run_1/m1.png
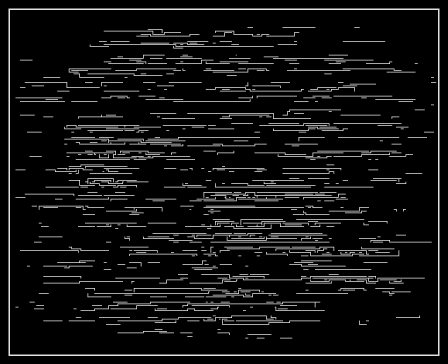
run_1/m2.png
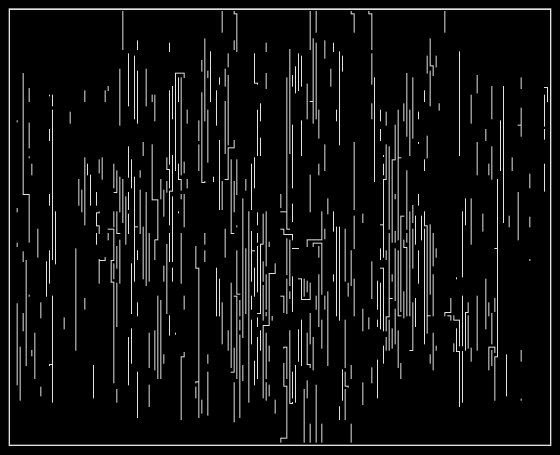
run_1/m3.png
Bar = 20 um.
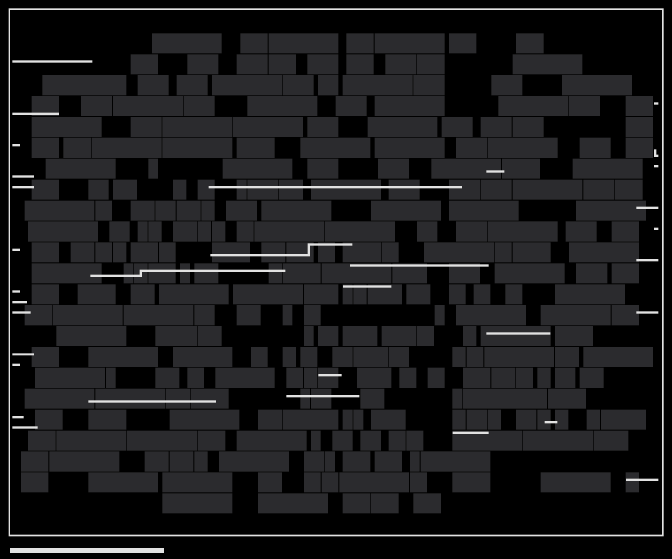
$ cat src/rtl/seven_seg_pkg.sv
// Shared constants for the seven-segment scan reader: segment patterns ({a,b,c,d,e,f,g}),
// the BCD error code and the qualification state type.
package seven_seg_pkg;

  localparam logic [6:0] SEG_0     = 7'b1111110;
  localparam logic [6:0] SEG_1     = 7'b0110000;
  localparam logic [6:0] SEG_2     = 7'b1101101;
  localparam logic [6:0] SEG_3     = 7'b1111001;
  localparam logic [6:0] SEG_4     = 7'b0110011;
  localparam logic [6:0] SEG_5     = 7'b1011011;
  localparam logic [6:0] SEG_6     = 7'b1011111;
  localparam logic [6:0] SEG_7     = 7'b1110000;
  localparam logic [6:0] SEG_8     = 7'b1111111;
  localparam logic [6:0] SEG_9     = 7'b1111011;
  localparam logic [6:0] SEG_BLANK = 7'b0000000;

  localparam logic [3:0] BCD_ERR = 4'hF;

  typedef enum logic [1:0] {
    IDLE     = 2'd0,
    SETTLE   = 2'd1,
    CAPTURED = 2'd2
  } scan_state_e;

endpackage

$ cat src/rtl/seg_pattern_to_bcd.sv
// Combinational segment-pattern to BCD lookup; unknown patterns (including blank)
// return BCD_ERR with valid low.
module seg_pattern_to_bcd
  import seven_seg_pkg::*;
(
  input  logic [6:0] seg,
  output logic       valid,
  output logic [3:0] bcd
);

  always_comb begin
    valid = 1'b1;
    bcd   = BCD_ERR;
    case (seg)
      SEG_0:   bcd = 4'd0;
      SEG_1:   bcd = 4'd1;
      SEG_2:   bcd = 4'd2;
      SEG_3:   bcd = 4'd3;
      SEG_4:   bcd = 4'd4;
      SEG_5:   bcd = 4'd5;
      SEG_6:   bcd = 4'd6;
      SEG_7:   bcd = 4'd7;
      SEG_8:   bcd = 4'd8;
      SEG_9:   bcd = 4'd9;
      default: valid = 1'b0;
    endcase
  end

endmodule

$ cat src/rtl/seven_segment_scan_reader.sv
// Reader for a multiplexed seven-segment bus: qualifies each strobed digit, decodes it to
// BCD and publishes a whole frame atomically. Define SEG_ACTIVE_LOW_EN for common-anode buses.
module seven_segment_scan_reader
  import seven_seg_pkg::*;
#(
  parameter int NUM_DIGITS    = 4,
  parameter int STABLE_CYCLES = 3
) (
  input  logic                    clk,
  input  logic                    rst_n,
  input  logic [6:0]              seg_in,
  input  logic [NUM_DIGITS-1:0]   dig_sel,
  input  logic                    err_clr,
  output logic [4*NUM_DIGITS-1:0] bcd_out,
  output logic                    frame_valid,
  output logic [NUM_DIGITS-1:0]   digit_err
);

  logic [6:0]              seg_d, seg_q, prev_seg_q;
  logic [NUM_DIGITS-1:0]   dig_q, prev_dig_q;
  scan_state_e             state_d, state_q;
  logic [3:0]              cnt_d, cnt_q, run_len;
  logic                    sample_valid, same_sample, capture;
  logic                    pat_valid;
  logic [3:0]              pat_bcd;
  logic [NUM_DIGITS-1:0]   mask_d, mask_q, err_d, err_q;
  logic                    pending_d, pending_q, fv_d, fv_q;
  logic [4*NUM_DIGITS-1:0] shadow_flat, bcd_d, bcd_q;

  always_comb begin
`ifdef SEG_ACTIVE_LOW_EN
    seg_d = ~seg_in;
`else
    seg_d = seg_in;
`endif
  end

  always_ff @(posedge clk or negedge rst_n) begin
    if (!rst_n) begin
      seg_q      <= '0;
      dig_q      <= '0;
      prev_seg_q <= '0;
      prev_dig_q <= '0;
    end else begin
      seg_q      <= seg_d;
      dig_q      <= dig_sel;
      prev_seg_q <= seg_q;
      prev_dig_q <= dig_q;
    end
  end

  assign sample_valid = $onehot(dig_q);
  assign same_sample  = (seg_q == prev_seg_q) && (dig_q == prev_dig_q);
  // Length of the current run of identical samples, counting this one.
  assign run_len      = (state_q == SETTLE && same_sample) ? cnt_q + 4'd1 : 4'd1;

  always_ff @(posedge clk or negedge rst_n) begin
    if (!rst_n) begin
      state_q <= IDLE;
      cnt_q   <= '0;
    end else begin
      state_q <= state_d;
      cnt_q   <= cnt_d;
    end
  end

  always_comb begin
    state_d = state_q;
    case (state_q)
      IDLE:     if (sample_valid) state_d = capture ? CAPTURED : SETTLE;
      SETTLE:   if (!sample_valid) state_d = IDLE;
                else if (capture) state_d = CAPTURED;
      CAPTURED: if (!sample_valid) state_d = IDLE;
                else if (!same_sample) state_d = capture ? CAPTURED : SETTLE;
      default:  state_d = IDLE;
    endcase
  end

  always_comb begin
    capture = sample_valid && (run_len == 4'(STABLE_CYCLES)) &&
              !(state_q == CAPTURED && same_sample);
    cnt_d   = (state_d == SETTLE) ? run_len : 4'd0;
  end

  seg_pattern_to_bcd u_decode (
    .seg   (seg_q),
    .valid (pat_valid),
    .bcd   (pat_bcd)
  );

  generate
    for (genvar gi = 0; gi < NUM_DIGITS; gi++) begin : g_shadow
      logic [3:0] shadow_d, shadow_q;

      assign shadow_d = (capture && dig_q[gi]) ? pat_bcd : shadow_q;

      always_ff @(posedge clk or negedge rst_n) begin
        if (!rst_n) shadow_q <= '0;
        else        shadow_q <= shadow_d;
      end

      assign shadow_flat[4*gi +: 4] = shadow_q;
    end
  endgenerate

  // A pending frame is published one edge after its last capture, then the mask restarts.
  always_comb begin
    mask_d    = (pending_q ? '0 : mask_q) | (capture ? dig_q : '0);
    pending_d = capture && (&mask_d);
    fv_d      = pending_q;
    bcd_d     = pending_q ? shadow_flat : bcd_q;
    err_d     = (err_clr ? '0 : err_q) | ((capture && !pat_valid) ? dig_q : '0);
  end

  always_ff @(posedge clk or negedge rst_n) begin
    if (!rst_n) begin
      mask_q    <= '0;
      pending_q <= 1'b0;
      fv_q      <= 1'b0;
      bcd_q     <= '0;
      err_q     <= '0;
    end else begin
      mask_q    <= mask_d;
      pending_q <= pending_d;
      fv_q      <= fv_d;
      bcd_q     <= bcd_d;
      err_q     <= err_d;
    end
  end

  assign bcd_out     = bcd_q;
  assign frame_valid = fv_q;
  assign digit_err   = err_q;

endmodule

$ cat config.mk
export PLATFORM = sky130hd
export DESIGN_NAME = seven_segment_scan_reader
export DESIGN_NICKNAME = d
export VERILOG_FILES = /design/src/rtl/seven_seg_pkg.sv /design/src/rtl/seg_pattern_to_bcd.sv /design/src/rtl/seven_segment_scan_reader.sv
export SDC_FILE = /design/constraint.sdc
export NUM_CORES = 1
export LEC_CHECK = 0
export CORE_ASPECT_RATIO = 0.8
export CORE_UTILIZATION = 55
export DETAILED_ROUTE_END_ITERATION = 6
export GPL_ROUTABILITY_DRIVEN = 0
export HOLD_SLACK_MARGIN = 0.02
export PLACE_DENSITY = 0.79
export SETUP_SLACK_MARGIN = 0.3
export SLEW_MARGIN = 5
export SYNTH_ARGS = -nofsm -noshare
export SYNTH_HDL_FRONTEND = slang
export SYNTH_HIERARCHICAL = 1
export SYNTH_SLANG_ARGS = --single-unit
$ cat constraint.sdc
create_clock -name clk -period 4.05 [get_ports clk]
set_clock_uncertainty 0.1 [all_clocks]
set_input_delay 0.81 -clock clk [delete_from_list [all_inputs] [get_ports clk]]
set_output_delay 0.81 -clock clk [all_outputs]
set_load 0.01 [all_outputs]
==> flow_metrics.tcl, run 1 <==
# collected from the flow reports
set metrics [dict create \
    status "finished with violations" \
    failed_checks "design-rule violations" \
    arrival_ps 3330 \
    syn-num-nets 242 \
    cts_sinks 70 \
    io_buffers 34 \
    aoi_share_pct 5.68 \
    drt-pass1-iter-count 6 \
    synthSimpleGateAreaFrac_pct 15.1 \
    crit_path_max_incr_delay_ps 510 \
    yosysUniqueCellTypes 49 \
    path_cells "inv_1 > fa_1 > inv_1 > ha_1 > ha_1 > or3b_1 > nor4_1 > and4_1 > mux2_1" \
    logic_family "simple AND/OR/NAND/NOR gates" \
    cts-root-buf "clkbuf_8" \
    lay_top_cells "dfrtp_1 (70), clkdlybuf4s50_1 (33), mux2_2 (28)" \
    fin_setup_tns_ps 0 \
    fp.dieArea_sq_um 5790 \
    cts_tree "built" \
    min_period_over_period_pct 79.4 \
    hold_path_class "flip-flop to flip-flop" \
    layout-drive-gt1-share_pct 22.6 \
    cp.required_ps 4170 \
    cp-startpoint "dig_q[1]" \
    min_from "dig_q[0]" \
    grt_max_degree 46 \
    adder_share_pct 1.91 \
    grt.overflow.total 0 \
    h-tree-depth 3 \
    antenna_cells 0 \
    drc 1 \
    power.density_nw_per_um2 407 \
    grt_pass1_vias 1855 \
    syn_to_final_growth_pct 20.7 \
    finalHoldViolCount 0 \
    slew-limit-headroom_pct 34.8 \
    crit_slowest_cell "fa_1" \
]
Back to the opening pictures, m1.png:
nets with wire on the layer = 254
main direction = horizontal
longest straight run = 23.5 um
share of all routed wire = 51%
routed via count: 1,882
met1 Resource Use GR: 29.4%
drt total wl: 5320 um

Back to the opening pictures, m2.png:
wire length on this layer = 2,330 um
nets with wire on the layer = 255
share of all routed wire = 44%
longest straight run = 29.9 um
main direction = vertical
met2 GRT Util: 33.1%

Back to the opening pictures, m3.png:
nets with wire on the layer = 27
longest straight run = 32.7 um
share of all routed wire = 3.6%
routing usage on met3: 6.88%

## run 1: critical path, delay by kind of cell, from the launching register on
family                   cells  cell delay (ps)
AND/OR/NAND/NOR              3             1100
adder cells (fa/ha/maj)      3              960
flip-flops                   1              450
multiplexers                 1              340
buffers and inverters        2              150
## run 1: logic make-up (layout without fill, tap and decap cells)
| family | Yosys count | count (layout) |
|---|---|---|
| adder cells (fa/ha/maj) | 4 | 4 |
| XOR/XNOR | 15 | 15 |
| flip-flops | 70 | 70 |
| multiplexers | 32 | 32 |
| AND/OR/NAND/NOR | 61 | 61 |
| AND-OR/OR-AND | 24 | 24 |
| buffers and inverters | 18 | 64 |
## run 1: routing by layer
layer | GRT usage (%) | vias up | wire [um]
met1 | 29.4 | 941 | 2710
met2 | 33.1 | 40 | 2330
met3 | 6.88 | 8 | 192
li1 | - | 893 | -
met5 | 0 | - | 0
met4 | 7.63 | 0 | 80
## run 1: state kept, by name, indices dropped and copies added, names as in the netlist
signal	flops
prev_seg_q	7
prev_dig_q	4
seg_q	7
bcd_out	16
fv_d	1
frame_valid	1
digit_err	4
dig_q	4
mask_q	4
g_shadow.shadow_q	16
state_q	2
cnt_q	4
## run 1: synth_stat cells (2+ instances only)
master,instances,area share (%)
dfrtp_1,70,58
mux2_2,28,10
xor2_1,13,3.8
inv_1,12,1.5
nand3b_1,7,1.7
nor3_1,7,1.2
nand2b_1,6,1.2
nand4_1,5,1.0
a21oi_1,4,0.66
mux2_1,4,1.5
nor4_1,4,0.83
o21ai_0,4,0.66
o22ai_1,4,0.83
ha_1,3,1.2
nand3_1,3,0.50
nand4_2,3,1.2
nor3b_1,3,0.75
nor4_2,3,1.2
o31ai_1,3,0.75
or3b_1,3,0.87
buf_2,2,0.33
nand2_1,2,0.25
nor2_1,2,0.25
nor2b_1,2,0.41
nor4_4,2,1.4
o211a_1,2,0.66
## run 1: worst paths after layout
| kind | end | slack (ps) | cells past startpoint |
|---|---|---|---|
| min in group asynchronous | cnt_q[2] | 530 | 1 |
| min reg2reg | prev_dig_q[0] | 370 | 0 |
| min | prev_dig_q[0] | 370 | 0 |
| max reg2reg | g_shadow[1].shadow_q[3] | 830 | 9 |
| max in group asynchronous | bcd_out[8] | 2550 | 2 |
| max | g_shadow[1].shadow_q[3] | 830 | 9 |
## run 1: power breakdown
group | internal (mW) | switching, mW | leakage [nW]
Sequential | 0.714 | 0.0215 | 0.925
Combinational | 0.0422 | 0.0639 | 0.648
Clock | 0.397 | 0.244 | 0.120
Total | 1.15 | 0.329 | 1.69
## run 1: through the flow
stage               hold slack, ps  instances  utilization [%]  setup slack [ps]
floorplan                      293        224                -              1020
global placement               347        316             66.2               933
detailed placement             356        316             66.2               825
CTS                            371        332             70.7               838
global route                   389        332             70.7               663
finish                         367        332             70.7               834
## run 1: cell type report
cell class,count,area [sq um]
timing repair buffer,36,350
clock buffer,13,169
inverter,12,45.0
fill,367,1510
multi-input combinational,136,1180
sequential,70,1750
clock inverter,3,65.1
tap,62,77.6
--- run 2 (diff from run 1) ---
CORE_UTILIZATION = 50   (was 55)
PLACE_DENSITY = 0.75   (was 0.79)
clock period = 2.9 ns   (was 4.05 ns; I/O delays follow)
run_2/ff_map.png
Bar = 20 um. Other sequential cells in the stronger gray, the rest of the logic in the fainter gray.
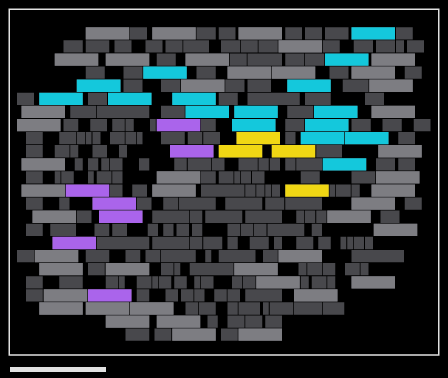
purple -> `prev_seg_q`  # placed flops 7
yellow -> `mask_q`  # placed flops 4
cyan -> `g_shadow.shadow_q`  # placed flops 16
Register Area: 1750 sq um
final core utilization: 70.5%
fraction of area in registers: 44.0%
sequential power: 1.02 mW

run_2/m1.png
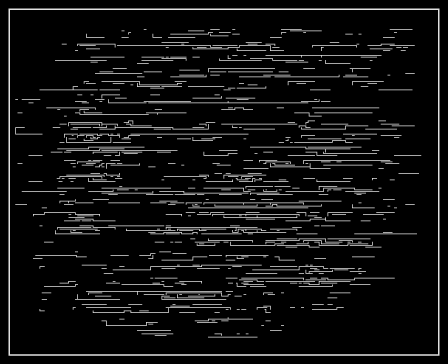
main direction = horizontal
nets with wire on the layer = 263
wire length on this layer = 2,620 um
met1 Resource Use GR: 27.3%
routed via count: 1,944
drt total wl: 5630 um

==> flow_metrics.tcl, run 2 <==
# collected from the flow reports
set metrics [dict create \
    h-tree-depth 3 \
    fin_setup_tns_ps 0 \
    netlist.top_cell.by_area "dfrtp_1" \
    yosysUniqueCellTypes 49 \
    yosysTopAreaCellShare_pct 58.0 \
    grt.overflow.total 0 \
    cp.required_ps 3060 \
    ff2ff_setup_slack_ps 10 \
    syn_to_final_growth_pct 31.9 \
    hold_path_class "input port to async pin" \
    cts_buffers 9 \
    drc 0 \
    lay_top_cells "dfrtp_1 (70), clkdlybuf4s50_1 (33), mux2_2 (25)" \
    status "finished, final reports clean" \
    arrival_ps 3050 \
    power.density_nw_per_um2 576 \
    io_buffers 34 \
    synth_cells 224 \
    cts_tree "built" \
    layout-drive-gt1-share_pct 32.5 \
    antenna_cells 0 \
    whs_ps 161 \
    synth.area.top_cells "dfrtp_1 (58%), mux2_2 (10%), xor2_1 (3.8%)" \
    cts-root-buf "clkbuf_8" \
    grt_pass1_vias 1894 \
    finalHoldViolCount 0 \
    rr_worst_depth 10 \
    common_cells "dfrtp_1 (70), mux2_2 (28), xor2_1 (13)" \
    cts_sinks 70 \
    drt-pass1-iter-count 4 \
    min_period_over_period_pct 99.6 \
    grt_max_degree 42 \
    slew-limit-headroom_pct 41.1 \
]
run_2/congestion_map.png
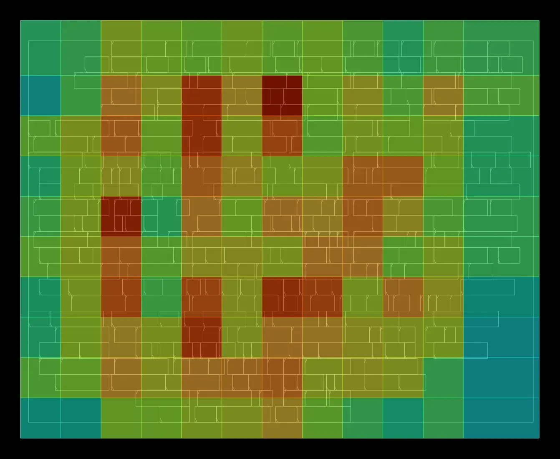
grt peak-use layer: met2
gr usage total: 20.6%
wire per inst: 15.6 um

run 2: cell types whose count changed in the layout (fill, tap and decap cells not counted), moves of 3 or more:
cell     change
buf_4       +10
mux2_4       +7
nor4_4       +5
inv_1        -4
inv_2        +4
mux2_1       -4
mux2_2       -3
nand4_2      -3
nand4_4      +3
nor4_2       -3
run 2: stage by stage:
stage          setup WS [ps]  std cells  util [%]
2_1_floorplan           16.1        224         -
3_3_place_gp           -14.5        340      62.6
3_5_place_dp           -72.8        340      62.6
4_1_cts                 31.7        358      68.4
5_1_grt                -97.7        361      70.5
6_report                10.8        361      70.5
run 2: cells by family after synthesis:
group / Yosys count / synth area share, %
adders and majority gates: 4 / 1.91
muxes: 32 / 11.9
xor gates and xnor gates: 15 / 4.60
DFF: 70 / 58.0
buffers and inverters: 18 / 2.69
AOI/OAI and AO/OA: 24 / 5.68
and+or+nand+nor: 61 / 15.1
run 2: repair_timing:
item | in CTS | in global routing
gates cloned | 0 | 0
buffers inserted | 2 | 3
endpoints found under the hold margin | 0 | 0
endpoints found under the setup margin | 24 | 24
pin swaps | 5 | 12
resized | 8 | 16
run 2: critical path: stages, from the launching register on:
cell	delay, ps
dfrtp_1	370
inv_2	50
fa_1	540
inv_2	50
ha_4	160
ha_4	230
or3b_4	470
buf_6	150
nor4_4	130
nand4_1	220
o31ai_1	310
run 2: worst paths after layout:
kind | start | to
max | dig_q[3] | digit_err[0]
min | rst_n | bcd_out[0]
max reg2reg | dig_q[3] | digit_err[0]
min reg2reg | digit_err[3] | digit_err[3]
max in group asynchronous | rst_n | dig_q[1]
min in group clk | digit_err[3] | digit_err[3]
run 2: final cells by class:
type	count	area (sq um)	share of cell area (%)
repair buffers	49	468	11.8
multi-input cells	136	1340	33.6
clock inverters	5	129	3.24
inverters	12	45.0	1.13
well taps	78	97.6	2.45
flip-flops and latches	70	1750	44.0
clock buffers	11	151	3.80
run 2: metal layers:
metal,track usage (%),share of wire (%)
met1,27.3,47
met2,29.1,48
met3,10.3,4.3
met4,7.89,1.3
met5,0,0
run 2: power breakdown:
part / switching [mW] / leakage [nW] / internal [mW] / total (mW)
logic: 0.118 / 0.740 / 0.0850 / 0.203
registers: 0.0272 / 0.925 / 0.997 / 1.02
clock network: 0.360 / 0.140 / 0.706 / 1.07
--- run 3 (diff from run 2) ---
--- a/config.mk
+++ b/config.mk
@@ -7,2 +7,3 @@
 export LEC_CHECK = 0
+export CAP_MARGIN = 15
 export CORE_ASPECT_RATIO = 0.8
==> constraint.sdc (replaced) <==
create_clock -name clk -period 2.9 [get_ports clk]
set_clock_uncertainty 0.1 [all_clocks]
set_input_delay 0.725 -clock clk [delete_from_list [all_inputs] [get_ports clk]]
set_output_delay 0.725 -clock clk [all_outputs]
set_load 0.01 [all_outputs]
run_3/ff_map.png
Bar = 20 um. Other sequential cells in the stronger gray, the rest of the logic in the fainter gray.
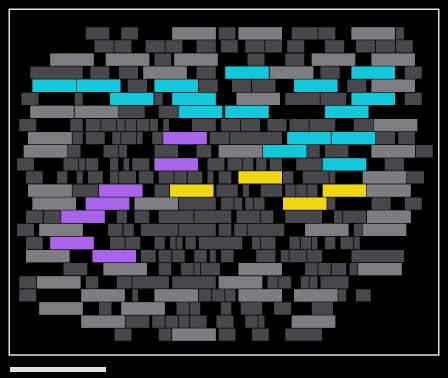
purple -> `prev_seg_q`  # placed flops 7, where west
cyan -> `g_shadow.shadow_q`  # placed flops 16
yellow -> `mask_q`  # placed flops 4
not colored = 43
final core utilization: 69.5%
fraction of area in registers: 44.7%

run_3/m1.png
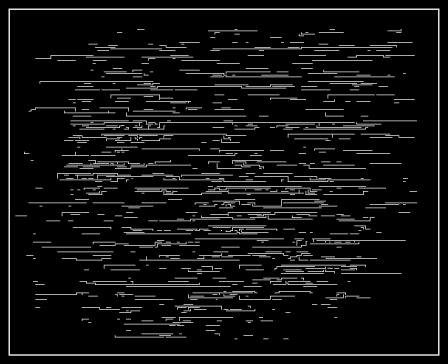
share of all routed wire = 46%
longest straight run = 40.5 um
wire length on this layer = 2,660 um
drt total wl: 5740 um
met1 Resource Use GR: 27.0%

==> flow_metrics.tcl, run 3 <==
# collected from the flow reports
set metrics [dict create \
    drt-pass1-iter-count 4 \
    syn_to_final_growth_pct 29.9 \
    common_cells "dfrtp_1 (70), mux2_2 (28), xor2_1 (13)" \
    yosysUniqueCellTypes 49 \
    status "finished with violations" \
    cp.required_ps 3030 \
    antenna_cells 0 \
    synth_cells 224 \
    adder_share_pct 1.91 \
    dp_cells 341 \
    rr_worst_depth 9 \
    fin_ws_ps -5.39 \
    pwr-share-clk_pct 42.8 \
    final_cells 362 \
    setup_viol 1 \
    io_buffers 34 \
    failed_checks "negative setup slack" \
    layout-drive-gt1-share_pct 32.4 \
    finalHoldViolCount 0 \
    synth.area.top_cells "dfrtp_1 (58%), mux2_2 (10%), xor2_1 (3.8%)" \
]
run_3/m3.png
Bar = 20 um.
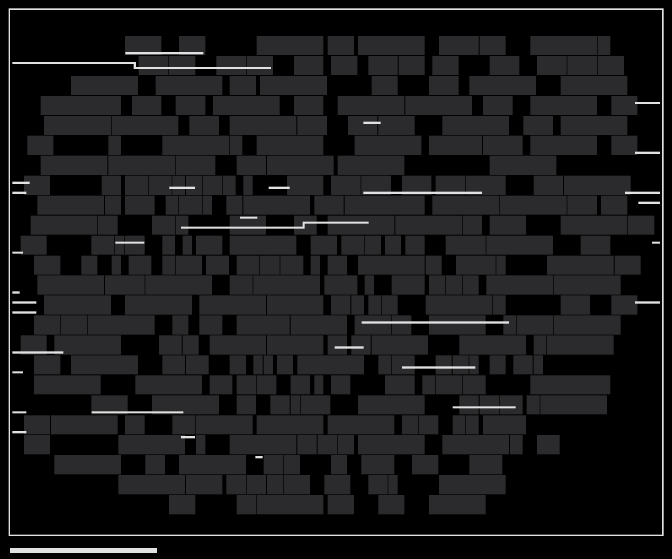
wire length on this layer = 197 um
share of all routed wire = 3.4%
routing usage on met3: 6.80%
routed via count: 1,971

## run 3: cell counts after synthesis
Identical to the previous run, type by type.
## run 3: what timing repair did
item / 4_1_cts / 5_1_grt
resized: 11 / 8
setup buffers: 4 / 2
cloned: 0 / 0
pin swaps: 8 / 9
endpoints found under the setup margin: 24 / 26
## run 3: through the flow
stage	worst slack [ps]	utilization, %	cell area, sq um
after global placement	-27.4	62.7	3540
after CTS	28.8	68.5	3870
after global routing	-144	69.5	3920
after floorplan	16.1	-	3060
final	-5.39	69.5	3920
after detailed placement	-100	62.7	3540
## run 3: path summary, 6_finish.rpt
| check | startpoint | slack (ps) | end |
|---|---|---|---|
| max in group asynchronous | rst_n | 1850 | dig_q[3] |
| max reg2reg | dig_q[3] | -5 | g_shadow[0].shadow_q[3] |
| min reg2reg | digit_err[3] | 400 | digit_err[3] |
| min | rst_n | 250 | bcd_out[1] |
| min in group clk | digit_err[3] | 400 | digit_err[3] |
| max | dig_q[3] | -5 | g_shadow[0].shadow_q[3] |
## run 3: layout make-up
cell class	instances	area (sq um)
clock inverters	6	111
inverters	12	45.0
fillers	425	1720
multi-input cells	136	1310
well taps	78	97.6
flip-flops and latches	70	1750
repair buffers	51	479
clock buffers	9	124
## run 3: routing by layer
layer	vias up	share of wire, %	global-route usage, %
met5	-	0	0
met4	0	2.0	9.50
met3	12	3.4	6.80
met2	40	48	31.4
met1	998	46	27.0
li1	921	-	-
## run 3: logic make-up (layout without fill, tap and decap cells)
| logic type | Yosys count | after routing |
|---|---|---|
| DFF | 70 | 70 |
| adders and majority gates | 4 | 4 |
| and+or+nand+nor | 61 | 61 |
| muxes | 32 | 32 |
| buffers and inverters | 18 | 78 |
| xor gates and xnor gates | 15 | 15 |
| AOI/OAI and AO/OA | 24 | 24 |
## run 3: power groups by stage
| stage | sequential, mW | clock, mW | combinational [mW] |
|---|---|---|---|
| global route | 1.03 | 0.972 | 0.223 |
| detailed placement | 1.04 | 0 | 0.170 |
| finish | 1.02 | 0.918 | 0.203 |
| CTS | 1.02 | 0.942 | 0.188 |
| floorplan | 1.04 | 0 | 0.107 |
| global placement | 1.04 | 0 | 0.167 |
## run 3: worst max-delay path, cell delays in order, from the launching register on
cell and delay (ps):
dfrtp_1 370, inv_2 50, fa_1 550, inv_2 50, ha_4 150, ha_4 230, or3b_4 460, nor4_4 280
nand4_4 190, mux2_4 350
Power figures rest on the tool's default switching activity, not on a simulated workload.
